==> run_1/wires.png <==
Two of the layers only.
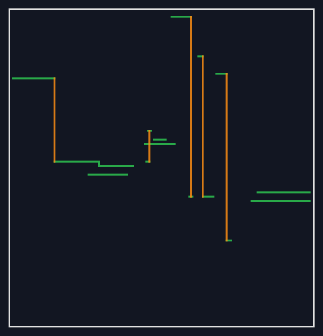
==> run_1/clk_routes.png <==
Scale bar: 10 um.
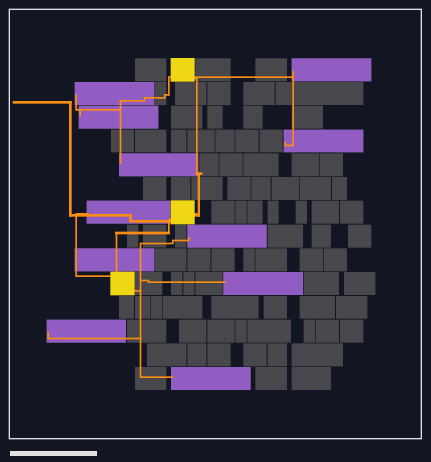
==> run_1/placement_by_type.png <==
Scale bar: 10 um.
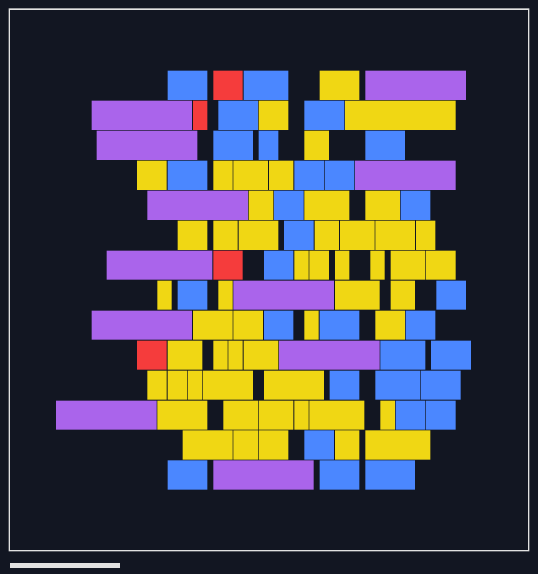
### config.mk
export PLATFORM = sky130hd
export DESIGN_NAME = mux_scheduler_rr
export DESIGN_NICKNAME = d
export VERILOG_FILES = /design/src/rtl/mux_sched_pkg.sv /design/src/rtl/mux_sched_sat_cnt.sv /design/src/rtl/mux_scheduler_rr.sv
export SDC_FILE = /design/constraint.sdc
export NUM_CORES = 1
export LEC_CHECK = 0
export CAP_MARGIN = 20
export CORE_AREA = 4 4 43 45
export DETAILED_ROUTE_END_ITERATION = 10
export DIE_AREA = 0 0 47 49
export PLACE_DENSITY = 0.86
export SETUP_SLACK_MARGIN = 0.15
export SYNTH_ARGS = -nofsm -noshare
export SYNTH_HDL_FRONTEND = slang
export SYNTH_SLANG_ARGS = --single-unit
### constraint.sdc
create_clock -name clok -period 2.2 [get_ports clok]
set_input_delay 0.44 -clock clok [delete_from_list [all_inputs] [get_ports clok]]
set_output_delay 0.44 -clock clok [all_outputs]
set_load 0.005 [all_outputs]
### src/rtl/mux_sched_pkg.sv
// Shared types and constants for the round-robin mux scheduler.
// Latency: n/a (declarations only).
// Backpressure: n/a.
`timescale 1ns/1ps
package mux_sched_pkg;

  // Scheduler ownership state: who currently holds the mux
  typedef enum logic [1:0] {
    IDLE   = 2'd0,
    SERVE0 = 2'd1,
    SERVE1 = 2'd2
  } state_t;

  localparam int DEFAULT_BW = 2;
  localparam int STATS_W    = 6;

endpackage

### src/rtl/mux_sched_sat_cnt.sv
// Saturating up-counter with synchronous clear and load.
// Latency: count visible one cycle after clr/ld/inc.
// Backpressure: none; clr beats ld, ld beats inc, inc stops at LIMIT.
`timescale 1ns/1ps
module mux_sched_sat_cnt #(
  parameter int W     = 4,
  parameter int LIMIT = 15
) (
  input  logic         clk,
  input  logic         rst_n,
  input  logic         clr,
  input  logic         ld,
  input  logic [W-1:0] ld_val,
  input  logic         inc,
  output logic [W-1:0] cnt
);

  localparam logic [W-1:0] LIM = W'(LIMIT);

  // Count register: clear first, then load, then saturating increment
  always_ff @(posedge clk or negedge rst_n) begin
    if (!rst_n) begin
      cnt <= '0;
    end else if (clr) begin
      cnt <= '0;
    end else if (ld) begin
      cnt <= ld_val;
    end else if (inc && (cnt != LIM)) begin
      cnt <= cnt + W'(1);
    end
  end

endmodule

### src/rtl/mux_scheduler_rr.sv
// Round-robin 2:1 mux scheduler with burst limit; optional grant stats (MUX_SCHED_STATS_EN).
// Latency: one cycle from pop_x to valid_out/data_out; one word per cycle with dst_ready high.
// Backpressure: when valid_out is held and dst_ready is low, no grant, pops low, outputs hold.
`timescale 1ns/1ps
module mux_scheduler_rr
  import mux_sched_pkg::*;
#(
  parameter int BW        = DEFAULT_BW,
  parameter int MAX_BURST = 2,
  parameter int CW        = 4
) (
  input  logic               clok,
  input  logic               reset_L,
`ifdef MUX_SCHED_STATS_EN
  input  logic               stats_clr,
  output logic [STATS_W-1:0] cnt_grant0,
  output logic [STATS_W-1:0] cnt_grant1,
`endif
  input  logic               valid_in0,
  input  logic [BW-1:0]      data_in0,
  input  logic               valid_in1,
  input  logic [BW-1:0]      data_in1,
  input  logic               dst_ready,
  output logic               pop_0,
  output logic               pop_1,
  output logic               selector,
  output logic [BW-1:0]      data_out,
  output logic               valid_out
);

  state_t        state;
  logic          last;
  logic [CW-1:0] burst_cnt;
  logic          load_en;
  logic          owner;
  logic          grant_vld;
  logic          grant_id;
  logic          burst_restart;

  assign load_en = !valid_out || dst_ready;
  assign owner   = (state == SERVE1);

  // Grant decision: sticky to the owner until its burst is spent and the other side waits
  always_comb begin
    grant_vld = 1'b0;
    grant_id  = 1'b0;
    if (load_en) begin
      if (valid_in0 && valid_in1) begin
        grant_vld = 1'b1;
        if (state == IDLE) begin
          grant_id = !last;
        end else if (burst_cnt < CW'(MAX_BURST)) begin
          grant_id = owner;
        end else begin
          grant_id = !owner;
        end
      end else if (valid_in0) begin
        grant_vld = 1'b1;
        grant_id  = 1'b0;
      end else if (valid_in1) begin
        grant_vld = 1'b1;
        grant_id  = 1'b1;
      end
    end
  end

  // Pops are suppressed while reset is held so no source word is lost
  assign pop_0 = reset_L && grant_vld && !grant_id;
  assign pop_1 = reset_L && grant_vld &&  grant_id;

  // A new owner (or leaving IDLE) restarts the burst at one grant
  assign burst_restart = grant_vld && ((state == IDLE) || (grant_id != owner));

  mux_sched_sat_cnt #(
    .W     (CW),
    .LIMIT (MAX_BURST)
  ) u_burst_cnt (
    .clk    (clok),
    .rst_n  (reset_L),
    .clr    (load_en && !grant_vld),
    .ld     (burst_restart),
    .ld_val (CW'(1)),
    .inc    (grant_vld && !burst_restart),
    .cnt    (burst_cnt)
  );

  // Output register and ownership state, advanced only when the output slot is free
  always_ff @(posedge clok or negedge reset_L) begin
    if (!reset_L) begin
      state     <= IDLE;
      last      <= 1'b1;
      selector  <= 1'b0;
      data_out  <= '0;
      valid_out <= 1'b0;
    end else if (load_en) begin
      if (grant_vld) begin
        data_out  <= grant_id ? data_in1 : data_in0;
        selector  <= grant_id;
        valid_out <= 1'b1;
        last      <= grant_id;
        state     <= grant_id ? SERVE1 : SERVE0;
      end else begin
        valid_out <= 1'b0;
        state     <= IDLE;
      end
    end
  end

`ifdef MUX_SCHED_STATS_EN
  mux_sched_sat_cnt #(
    .W     (STATS_W),
    .LIMIT ((1 << STATS_W) - 1)
  ) u_stat0 (
    .clk    (clok),
    .rst_n  (reset_L),
    .clr    (stats_clr),
    .ld     (1'b0),
    .ld_val ('0),
    .inc    (pop_0),
    .cnt    (cnt_grant0)
  );

  mux_sched_sat_cnt #(
    .W     (STATS_W),
    .LIMIT ((1 << STATS_W) - 1)
  ) u_stat1 (
    .clk    (clok),
    .rst_n  (reset_L),
    .clr    (stats_clr),
    .ld     (1'b0),
    .ld_val ('0),
    .inc    (pop_1),
    .cnt    (cnt_grant1)
  );
`endif

endmodule
==> impl_metrics.csv <==
group,metric,value,unit
outcome,status,"finished with violations",
outcome,violations,"setup timing",
place,gp_congestion,0.8781,
worst_hold_path,worstHoldPathCells,1,
critical_path,path_depth,7,
timing,tightest_slew,0.4297,ns
power_and_ir_drop,power_density,952.1,mW/mm^2
yosys,ys_top_cells_by_count,"dfrtp_1 (10), nor2_1 (6), and2_1 (4), inv_1 (4), a21o_1 (3)",
yosys,postSynthAreaPerCell,10.49,um^2
critical_path,max_stage_delay,0.51,ns
critical_path,crit_arrival,1.76,ns
worst_hold_path,whs_endpoint,"selector",
place,port-buffer-count,14,
floorplan,nWellTaps,16,
timing,setup_viol,1,
power_and_ir_drop,p_seq_share,32.7,%
drt,detail-route-antenna-nets,0,
drt,route.met3.wl,57,um
grt,grtUsageMet2,30.32,%
cells_and_area,final_common_cell,"buf_4",
cells_and_area,comb_share,39.62,%
timing,worst_slack,-0.004367,ns
yosys,yosysWarnings,0,
cells_and_area,top_regs,"u_burst_cnt.cnt x4, data_out x2, state x2",
grt,grt_max_degree,10,
timing,min_period_over_period,100.2,%
cells_and_area,largest_class,"multi-input combinational cells",
critical_path,cpLargestDelayFamily,"buffers and inverters",
yosys,edf_count,0,
cells_and_area,multiInputCombCellCount,48,
power_and_ir_drop,p_int,615.8,uW
yosys,topCellsByArea,"dfrtp_1 (37%), a2111oi_4 (4.0%), dfstp_2 (3.9%)",
grt,grt_pass1_vias,672,
worst_hold_path,min_path_type,"reg2reg",
cells_and_area,top_register,"u_burst_cnt.cnt",
power_and_ir_drop,sequentialPower,312,uW
timing,fin_skew,0.004154,ns
About wires.png:
[orange] metal 4 | wire length: 93.2 um
[green] metal 3 | wire length: 57.0 um

About clk_routes.png:
[yellow] clock drivers | count: 3
[orange] clock wires | length: 177 um
[purple] flip-flops | count: 11
routed clock nets: 4

About placement_by_type.png:
[red] clock drivers and dummy loads | cells: 4 | share of their area: 2.7%
[purple] sequential cells | cells: 11 | share of their area: 28%
[blue] remaining buffers and delay cells | cells: 30 | share of their area: 27%
[yellow] combinational and other logic | cells: 52 | share of their area: 42%
finished layout cell area: 0.001001 mm^2
Seq area share: 27.62%

